<file path="config.mk">
export PLATFORM = sky130hd
export DESIGN_NAME = i2c_target_byte_engine
export DESIGN_NICKNAME = d
export VERILOG_FILES = /design/src/rtl/i2c_target_byte_engine.sv
export SDC_FILE = /design/constraint.sdc
export NUM_CORES = 1
export LEC_CHECK = 0
export CORE_MARGIN = 1
export CORE_UTILIZATION = 45
export DETAILED_ROUTE_END_ITERATION = 16
export PLACE_DENSITY = 0.69
export SETUP_SLACK_MARGIN = 0.4
export SYNTH_ARGS = -nofsm -noshare
export SYNTH_HDL_FRONTEND = slang
export SYNTH_SLANG_ARGS = --single-unit
</file>
<file path="constraint.sdc">
create_clock -name pclk -period 1.7 [get_ports pclk]
set_input_delay 0.34 -clock pclk [delete_from_list [all_inputs] [get_ports pclk]]
set_output_delay 0.34 -clock pclk [all_outputs]
set_load 0.02 [all_outputs]
</file>
<file path="src/rtl/i2c_target_byte_engine.sv">
// I2C target byte engine: address match, write-byte delivery and read-byte serialisation.
// Optional SCL/SDA glitch filter enabled by defining I2C_TARGET_GLITCH_FILTER_EN.
module i2c_target_byte_engine #(
    parameter logic [6:0] SLAVE_ADDRESS = 7'h68,
    parameter int         DATA_LENGTH   = 8
) (
    input  logic                   pclk,
    input  logic                   areset,
    input  logic                   scl_i,
    input  logic                   sda_i,
    output logic                   sda_oe,
    output logic [DATA_LENGTH-1:0] rx_data,
    output logic                   rx_valid,
    output logic                   rx_first,
    input  logic                   rx_ready,
    output logic                   rd_req,
    input  logic [DATA_LENGTH-1:0] rd_data,
    output logic                   busy,
    output logic                   read_write
);

    localparam int CNT_MAX = (DATA_LENGTH > 8) ? DATA_LENGTH : 8;
    localparam int CNT_W   = $clog2(CNT_MAX);
    localparam logic [CNT_W-1:0] CNT_ZERO  = {CNT_W{1'b0}};
    localparam logic [CNT_W-1:0] CNT_ONE   = CNT_W'(1);
    localparam logic [CNT_W-1:0] ADDR_LAST = CNT_W'(7);
    localparam logic [CNT_W-1:0] DATA_LAST = CNT_W'(DATA_LENGTH - 1);

    typedef enum logic [2:0] {
        IDLE     = 3'd0,
        ADDR     = 3'd1,
        ADDR_ACK = 3'd2,
        WR_DATA  = 3'd3,
        WR_ACK   = 3'd4,
        RD_DATA  = 3'd5,
        RD_ACK   = 3'd6,
        IGNORE   = 3'd7
    } state_t;

    logic scl_meta_r, scl_sync_r, sda_meta_r, sda_sync_r;
    logic scl_filt_s, sda_filt_s;
    logic scl_prev_r, sda_prev_r;
    logic scl_rise_s, scl_fall_s, start_s, stop_s;

    state_t                 state_r, state_nxt;
    logic [CNT_W-1:0]       cnt_r, cnt_nxt;
    logic [6:0]             addr_sh_r, addr_sh_nxt;
    logic [DATA_LENGTH-2:0] rx_sh_r, rx_sh_nxt;
    logic [DATA_LENGTH-2:0] tx_sh_r, tx_sh_nxt;
    logic [7:0]             addr_byte_s;
    logic [DATA_LENGTH-1:0] rx_byte_s;
    logic                   sda_oe_r, sda_oe_nxt;
    logic [DATA_LENGTH-1:0] rx_data_r, rx_data_nxt;
    logic                   rx_valid_r, rx_valid_nxt;
    logic                   rx_first_r, rx_first_nxt;
    logic                   rd_req_r, rd_req_nxt;
    logic                   load_r, load_nxt;
    logic                   busy_r, busy_nxt;
    logic                   rw_r, rw_nxt;
    logic                   ack_phase_r, ack_phase_nxt;
    logic                   ack_en_r, ack_en_nxt;
    logic                   first_pend_r, first_pend_nxt;

    // Two-flop synchronisers for the raw bus lines, idle-high after reset.
    always_ff @(posedge pclk) begin
        if (areset) begin
            scl_meta_r <= 1'b1;
            scl_sync_r <= 1'b1;
            sda_meta_r <= 1'b1;
            sda_sync_r <= 1'b1;
        end else begin
            scl_meta_r <= scl_i;
            scl_sync_r <= scl_meta_r;
            sda_meta_r <= sda_i;
            sda_sync_r <= sda_meta_r;
        end
    end

`ifdef I2C_TARGET_GLITCH_FILTER_EN
    logic [1:0] scl_hist_r, sda_hist_r;
    logic       scl_held_r, sda_held_r;

    // A new level is accepted once three consecutive synchronised samples agree.
    assign scl_filt_s = ((scl_sync_r == scl_hist_r[0]) && (scl_sync_r == scl_hist_r[1])) ? scl_sync_r : scl_held_r;
    assign sda_filt_s = ((sda_sync_r == sda_hist_r[0]) && (sda_sync_r == sda_hist_r[1])) ? sda_sync_r : sda_held_r;

    // Sample history and held filter outputs.
    always_ff @(posedge pclk) begin
        if (areset) begin
            scl_hist_r <= 2'b11;
            sda_hist_r <= 2'b11;
            scl_held_r <= 1'b1;
            sda_held_r <= 1'b1;
        end else begin
            scl_hist_r <= {scl_hist_r[0], scl_sync_r};
            sda_hist_r <= {sda_hist_r[0], sda_sync_r};
            scl_held_r <= scl_filt_s;
            sda_held_r <= sda_filt_s;
        end
    end
`else
    assign scl_filt_s = scl_sync_r;
    assign sda_filt_s = sda_sync_r;
`endif

    assign scl_rise_s  = scl_filt_s & ~scl_prev_r;
    assign scl_fall_s  = ~scl_filt_s & scl_prev_r;
    assign start_s     = scl_filt_s & scl_prev_r & sda_prev_r & ~sda_filt_s;
    assign stop_s      = scl_filt_s & scl_prev_r & ~sda_prev_r & sda_filt_s;
    assign addr_byte_s = {addr_sh_r, sda_filt_s};
    assign rx_byte_s   = {rx_sh_r, sda_filt_s};

    // Next-state and next-output logic for the byte engine.
    always_comb begin
        state_nxt      = state_r;
        cnt_nxt        = cnt_r;
        addr_sh_nxt    = addr_sh_r;
        rx_sh_nxt      = rx_sh_r;
        tx_sh_nxt      = tx_sh_r;
        sda_oe_nxt     = sda_oe_r;
        rx_data_nxt    = rx_data_r;
        rx_valid_nxt   = 1'b0;
        rx_first_nxt   = 1'b0;
        rd_req_nxt     = 1'b0;
        load_nxt       = rd_req_r;
        busy_nxt       = busy_r;
        rw_nxt         = rw_r;
        ack_phase_nxt  = ack_phase_r;
        ack_en_nxt     = ack_en_r;
        first_pend_nxt = first_pend_r;
        if (stop_s) begin
            state_nxt     = IDLE;
            cnt_nxt       = CNT_ZERO;
            sda_oe_nxt    = 1'b0;
            busy_nxt      = 1'b0;
            ack_phase_nxt = 1'b0;
        end else if (start_s) begin
            state_nxt      = ADDR;
            cnt_nxt        = CNT_ZERO;
            sda_oe_nxt     = 1'b0;
            ack_phase_nxt  = 1'b0;
            first_pend_nxt = 1'b1;
        end else begin
            case (state_r)
                IDLE: begin
                    sda_oe_nxt = 1'b0;
                end
                ADDR: begin
                    if (scl_rise_s) begin
                        addr_sh_nxt = addr_byte_s[6:0];
                        if (cnt_r == ADDR_LAST) begin
                            cnt_nxt       = CNT_ZERO;
                            ack_phase_nxt = 1'b0;
                            if (addr_byte_s[7:1] == SLAVE_ADDRESS) begin
                                state_nxt = ADDR_ACK;
                                busy_nxt  = 1'b1;
                                rw_nxt    = addr_byte_s[0];
                            end else begin
                                state_nxt = IGNORE;
                            end
                        end else begin
                            cnt_nxt = cnt_r + CNT_ONE;
                        end
                    end else begin
                        addr_sh_nxt = addr_sh_r;
                    end
                end
                ADDR_ACK: begin
                    // First fall starts the ACK pulse, second fall ends it.
                    if (scl_fall_s) begin
                        if (!ack_phase_r) begin
                            sda_oe_nxt    = 1'b1;
                            ack_phase_nxt = 1'b1;
                        end else begin
                            sda_oe_nxt    = 1'b0;
                            ack_phase_nxt = 1'b0;
                            if (rw_r) begin
                                state_nxt  = RD_DATA;
                                rd_req_nxt = 1'b1;
                            end else begin
                                state_nxt = WR_DATA;
                            end
                        end
                    end else begin
                        sda_oe_nxt = sda_oe_r;
                    end
                end
                WR_DATA: begin
                    if (scl_rise_s) begin
                        rx_sh_nxt = rx_byte_s[DATA_LENGTH-2:0];
                        if (cnt_r == DATA_LAST) begin
                            cnt_nxt       = CNT_ZERO;
                            state_nxt     = WR_ACK;
                            ack_phase_nxt = 1'b0;
                            if (rx_ready) begin
                                rx_data_nxt    = rx_byte_s;
                                rx_valid_nxt   = 1'b1;
                                rx_first_nxt   = first_pend_r;
                                first_pend_nxt = 1'b0;
                                ack_en_nxt     = 1'b1;
                            end else begin
                                ack_en_nxt = 1'b0;
                            end
                        end else begin
                            cnt_nxt = cnt_r + CNT_ONE;
                        end
                    end else begin
                        rx_sh_nxt = rx_sh_r;
                    end
                end
                WR_ACK: begin
                    if (scl_fall_s) begin
                        if (!ack_phase_r) begin
                            sda_oe_nxt    = ack_en_r;
                            ack_phase_nxt = 1'b1;
                        end else begin
                            sda_oe_nxt    = 1'b0;
                            ack_phase_nxt = 1'b0;
                            state_nxt     = WR_DATA;
                        end
                    end else begin
                        sda_oe_nxt = sda_oe_r;
                    end
                end
                RD_DATA: begin
                    // MSB goes out as soon as the requested byte arrives; the rest follow on falls.
                    if (load_r) begin
                        tx_sh_nxt  = rd_data[DATA_LENGTH-2:0];
                        sda_oe_nxt = ~rd_data[DATA_LENGTH-1];
                    end else if (scl_rise_s) begin
                        if (cnt_r == DATA_LAST) begin
                            cnt_nxt       = CNT_ZERO;
                            state_nxt     = RD_ACK;
                            ack_phase_nxt = 1'b0;
                        end else begin
                            cnt_nxt = cnt_r + CNT_ONE;
                        end
                    end else if (scl_fall_s) begin
                        sda_oe_nxt = ~tx_sh_r[DATA_LENGTH-2];
                        tx_sh_nxt  = tx_sh_r << 1;
                    end else begin
                        tx_sh_nxt = tx_sh_r;
                    end
                end
                RD_ACK: begin
                    // ack_phase marks that the master ACKed and another byte is wanted.
                    if (scl_rise_s) begin
                        if (sda_filt_s) begin
                            state_nxt = IGNORE;
                        end else begin
                            ack_phase_nxt = 1'b1;
                        end
                    end else if (scl_fall_s) begin
                        sda_oe_nxt = 1'b0;
                        if (ack_phase_r) begin
                            ack_phase_nxt = 1'b0;
                            state_nxt     = RD_DATA;
                            rd_req_nxt    = 1'b1;
                        end else begin
                            ack_phase_nxt = 1'b0;
                        end
                    end else begin
                        ack_phase_nxt = ack_phase_r;
                    end
                end
                IGNORE: begin
                    sda_oe_nxt = 1'b0;
                end
                default: begin
                    state_nxt  = IDLE;
                    sda_oe_nxt = 1'b0;
                end
            endcase
        end
    end

    // State, datapath and registered outputs.
    always_ff @(posedge pclk) begin
        if (areset) begin
            state_r      <= IDLE;
            cnt_r        <= CNT_ZERO;
            addr_sh_r    <= 7'd0;
            rx_sh_r      <= {(DATA_LENGTH-1){1'b0}};
            tx_sh_r      <= {(DATA_LENGTH-1){1'b0}};
            sda_oe_r     <= 1'b0;
            rx_data_r    <= {DATA_LENGTH{1'b0}};
            rx_valid_r   <= 1'b0;
            rx_first_r   <= 1'b0;
            rd_req_r     <= 1'b0;
            load_r       <= 1'b0;
            busy_r       <= 1'b0;
            rw_r         <= 1'b0;
            ack_phase_r  <= 1'b0;
            ack_en_r     <= 1'b0;
            first_pend_r <= 1'b0;
            scl_prev_r   <= 1'b1;
            sda_prev_r   <= 1'b1;
        end else begin
            state_r      <= state_nxt;
            cnt_r        <= cnt_nxt;
            addr_sh_r    <= addr_sh_nxt;
            rx_sh_r      <= rx_sh_nxt;
            tx_sh_r      <= tx_sh_nxt;
            sda_oe_r     <= sda_oe_nxt;
            rx_data_r    <= rx_data_nxt;
            rx_valid_r   <= rx_valid_nxt;
            rx_first_r   <= rx_first_nxt;
            rd_req_r     <= rd_req_nxt;
            load_r       <= load_nxt;
            busy_r       <= busy_nxt;
            rw_r         <= rw_nxt;
            ack_phase_r  <= ack_phase_nxt;
            ack_en_r     <= ack_en_nxt;
            first_pend_r <= first_pend_nxt;
            scl_prev_r   <= scl_filt_s;
            sda_prev_r   <= sda_filt_s;
        end
    end

    assign sda_oe     = sda_oe_r;
    assign rx_data    = rx_data_r;
    assign rx_valid   = rx_valid_r;
    assign rx_first   = rx_first_r;
    assign rd_req     = rd_req_r;
    assign busy       = busy_r;
    assign read_write = rw_r;

endmodule

</file>
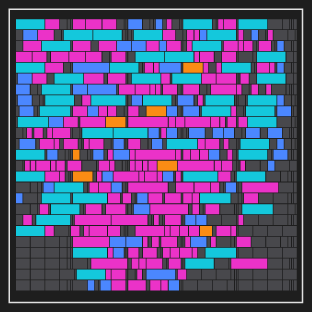
Fig. 1. Placed cells, one color a class.
Scale: 4 px per um. Fill, decap, tap and diode cells in gray.
[magenta] all other logic | cells: 186 | share of their area: 49%
[blue] other buffers and delay cells | cells: 61 | share of their area: 17%
[cyan] flops | cells: 51 | share of their area: 32%
[orange] clock drivers and dummy loads | cells: 7 | share of their area: 2.5%
post-route cell area: 3357 um^2
CORE AREA: 4786 um^2
row cnt: 25
fraction of area in registers: 0.3135
Util after Layout: 0.7014

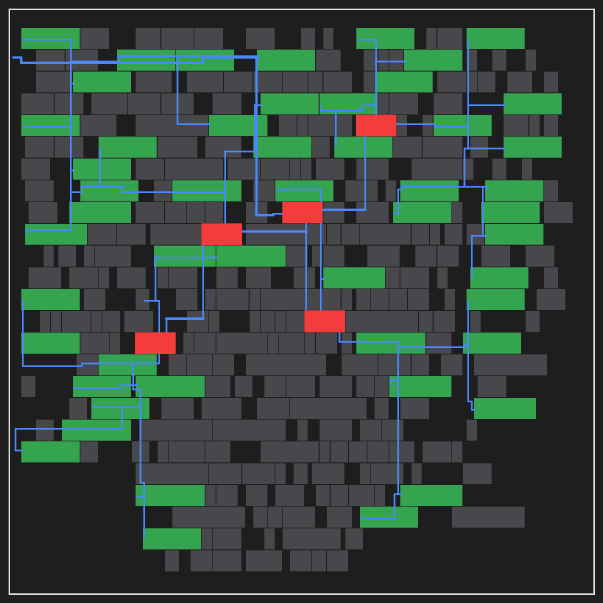
Fig. 2. Clock network drawn from the DEF.
Scale: 8 px per um.
[blue] clock wires | length: 542 um
[red] cells driving clock nets | count: 5
[green] flip-flops | count: 51
flops lie: all over the die
routed clock nets: 6
skew final: 7.297 ps
clock share of power: 0.189
clk_lat worst skew: 300 ps
clock network power: 0.000655 W

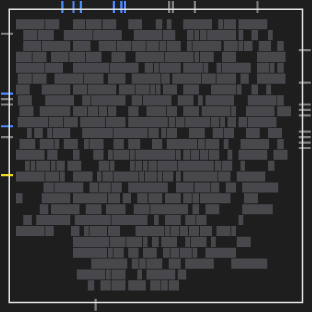
Fig. 3. I/O pins on the die edge.
Scale: 4 px per um. Pins as bars across the die edge, other pins in gray.
[blue] rd_data | pins: 8 | direction: input | edge: 6 north, 2 west
[yellow] rd_req | pins: 1 | direction: output | edge: west
port bufs: 26
Die Wd: 72.92 um
Die H: 72.92 um

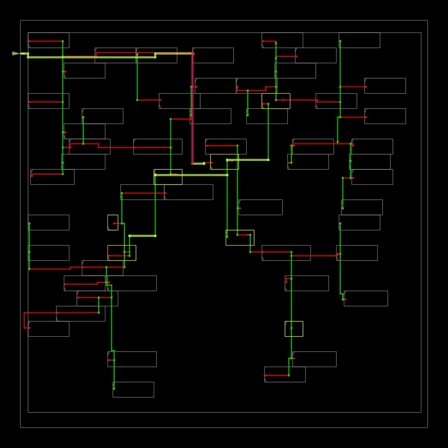
Fig. 4. Clock routing.
FFs & Latches: 51
clk sinks: 51
TritonCTS Buffers: 5
clock buf count: 5

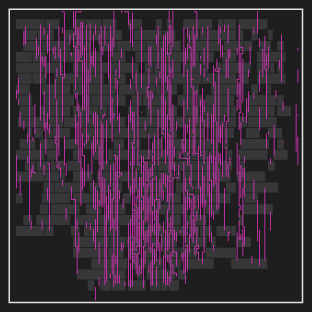
Fig. 5. M2 wires.
Scale: 4 px per um. Cells faint in the background.
longest straight run: 32.0 um
wire length on this layer: 2910 um
nets with wire on the layer: 283
final WL: 5669 um
via count: 1992
met2 GRT Util: 0.3302

==> results.sh <==
# yosys + openroad results
export IMPL_outcome="finished, violations left"
export IMPL_violations="negative setup slack"
export IMPL_maxCapViolations=0
export IMPL_p_sw_frac=0.3598
export IMPL_yosysChipArea_um2=2263
export IMPL_clock_area_frac=0.02460
export IMPL_comb_cells=180
export IMPL_cts_resized=61
export IMPL_layout_cells_most_common="dfxtp_1"
export IMPL_p_sw_w=0.001249
export IMPL_mux_share=0.1061
export IMPL_ys_sh_xor=0.003870
export IMPL_placed_area_um2=2831
export IMPL_synth_distinct_cells=39
export IMPL_area_growth_pct=48.31
export IMPL_ys_flops=51
export IMPL_use_met3=0.04282
export IMPL_finalWorstSetupSlack_ps=-21.99
export IMPL_top_area_cell_class="multi-input combinational cells"
export IMPL_simple_gate_area_frac=0.2101
export IMPL_topCellsByArea="dfxtp_1 45%, mux2i_1 11%, nor2_1 6.5%, a21oi_1 4.0%, nand2_1 3.6%"
export IMPL_worst_pin_slew_ps=327.2
export IMPL_dpl_worst_slack_ps=-65.79
export IMPL_inverters=6
export IMPL_power_frac_seq=0.397
export IMPL_r2r_start="scl_filt_s$_SDFF_PP1_"
export IMPL_warnings=31
export IMPL_postCtsHoldBufs=0
export IMPL_startpoint="scl_filt_s$_SDFF_PP1_"
export IMPL_seq_cell_power_w=0.00138
export IMPL_vias_per_cell=5.355
export IMPL_finalClockPeriodUsage=1.013
export IMPL_p_int_w=0.002221
export IMPL_wl_met3_um=177
export IMPL_synthTopCellsByCount="51 x dfxtp_1, 39 x nor2_1, 24 x mux2i_1"
export IMPL_drt_iter0_markers=71
export IMPL_min_period_ps=1722
export IMPL_ir_drop_uv=689.0
export IMPL_htreeDepth=2
export IMPL_lay_top_cells="38 x dfxtp_1, 30 x nor2_1, 23 x mux2i_1, 23 x buf_4, 17 x nand2_1"
export IMPL_crit_chain="inv_2 > ha_4 > nor3b_2 > o21ai_2 > a211oi_4 > nand4_1 > nor3b_2"
export IMPL_endpoint_kind="flop"
export IMPL_async_flop_share=0
export IMPL_start_kind="flop"
export IMPL_hold_path_class="reg -> reg"
export IMPL_leakage_nw=1.240
export IMPL_min_to="scl_filt_s$_SDFF_PP1_"
export IMPL_crit_path_top_delay_cell="dfxtp_4"
export IMPL_io_pins=27
export IMPL_postCtsSetupBuffers=5
export IMPL_drtAntennaViolNets=0
export IMPL_worstPathRequired_ps=1890
export IMPL_postSynthSeqShare=0.4511
export IMPL_detail_route_wl_per_cell_um=15.24
export IMPL_regToRegSetupSlack_ps=-20
export IMPL_comb_power_w=0.00144
export IMPL_cpLargestDelayFamily="simple AND/OR/NAND/NOR gates"
export IMPL_clockBufferDepth=2
export IMPL_logic_family="simple AND/OR/NAND/NOR gates"
export IMPL_grt_antenna_before_repair=0
export IMPL_wl_met2_um=2907
export IMPL_crit_top_cell="nor3b_2"
export IMPL_yosys_warnings=0
export IMPL_nFillCells=349
export IMPL_synth_stat_cells=253
export IMPL_worstReg2RegEnd="state_r[1]$_SDFFE_PP0P_"
export IMPL_synthesis_nets=271
export IMPL_cp_arrival_ps=1910
export IMPL_reg2regPathDepth=7
export IMPL_place_congestion=0.8598
export IMPL_drv_slew=0
export IMPL_max_slew_margin_rel=0.7791
export IMPL_chipArea_um2=5317
export IMPL_grt_pass1_vias=1761
export IMPL_holdWs_ps=414.3
export IMPL_grtUsageTotal=0.1998
export IMPL_drive_gt1_frac=0.4590
export IMPL_power_total_w=0.003470
export IMPL_ys_sh_aoi=0.1493
export IMPL_drc_errors=0
export IMPL_yosysTopAreaCell="dfxtp_1"
export IMPL_seq_area_um2=1052
export IMPL_use_met1=0.2591
export IMPL_place_detailed_hpwl_um=3508
export IMPL_yosysTopAreaCellShare=0.4511
export IMPL_hold_depth=1
export IMPL_avgSynthCellArea_um2=8.946
export IMPL_wl_met1_um=2526
export IMPL_setup_tns_ps=-21.99
export IMPL_p_per_area_nw_per_um2=1034
export IMPL_combGateArea_um2=1567
export IMPL_synthAdderAreaFrac=0.03206
export IMPL_cts_clk_slew_worst_paths_ps=80
export IMPL_topRoutingLayerUsed="met4"
export IMPL_cts_tree="yes"
export IMPL_syn_inst=253
export IMPL_num_antenna_cells=0
export IMPL_power_top_group="combinational cells"
export IMPL_grt_busiest_layer="met2"
export IMPL_cts_root_buf="clkbuf_8"
export IMPL_buffer_area_frac=0.1636
export IMPL_nets=323
export IMPL_hold_start="scl_meta_r$_SDFF_PP1_"
export IMPL_most_common_cell="dfxtp_1"
export IMPL_comb_power_share=0.414
export IMPL_drt_pre_antenna_iters=4
export IMPL_slowest_delay_ps=390
export IMPL_buffers=61
export IMPL_synth_area_um2=2263
export IMPL_max_freq_mhz=580.7
export IMPL_flop_cell="dfxtp_1"
export IMPL_hold_viol_final=0
export IMPL_taps=67
export IMPL_crit_buf_inv=1
export IMPL_rsz0062_at_grt="true"
export IMPL_fp_util=0.4729
export IMPL_largest_reg_flops=8
export IMPL_critPathKind="reg -> reg"
export IMPL_synth_edff_count=0
export IMPL_comb_share=0.4666
export IMPL_gr_total_overflow=0
export IMPL_worstPathMaxFanout=6
export IMPL_grt_pass1_wl_um=8017
export IMPL_grt_max_degree=22
export IMPL_setup_viol=1
export IMPL_dpl_cell_count=354
export IMPL_stdcell_count=372
export IMPL_endpoint="state_r[1]$_SDFFE_PP0P_"
export IMPL_crit_cells=7
Power and IR drop assume default switching activity.
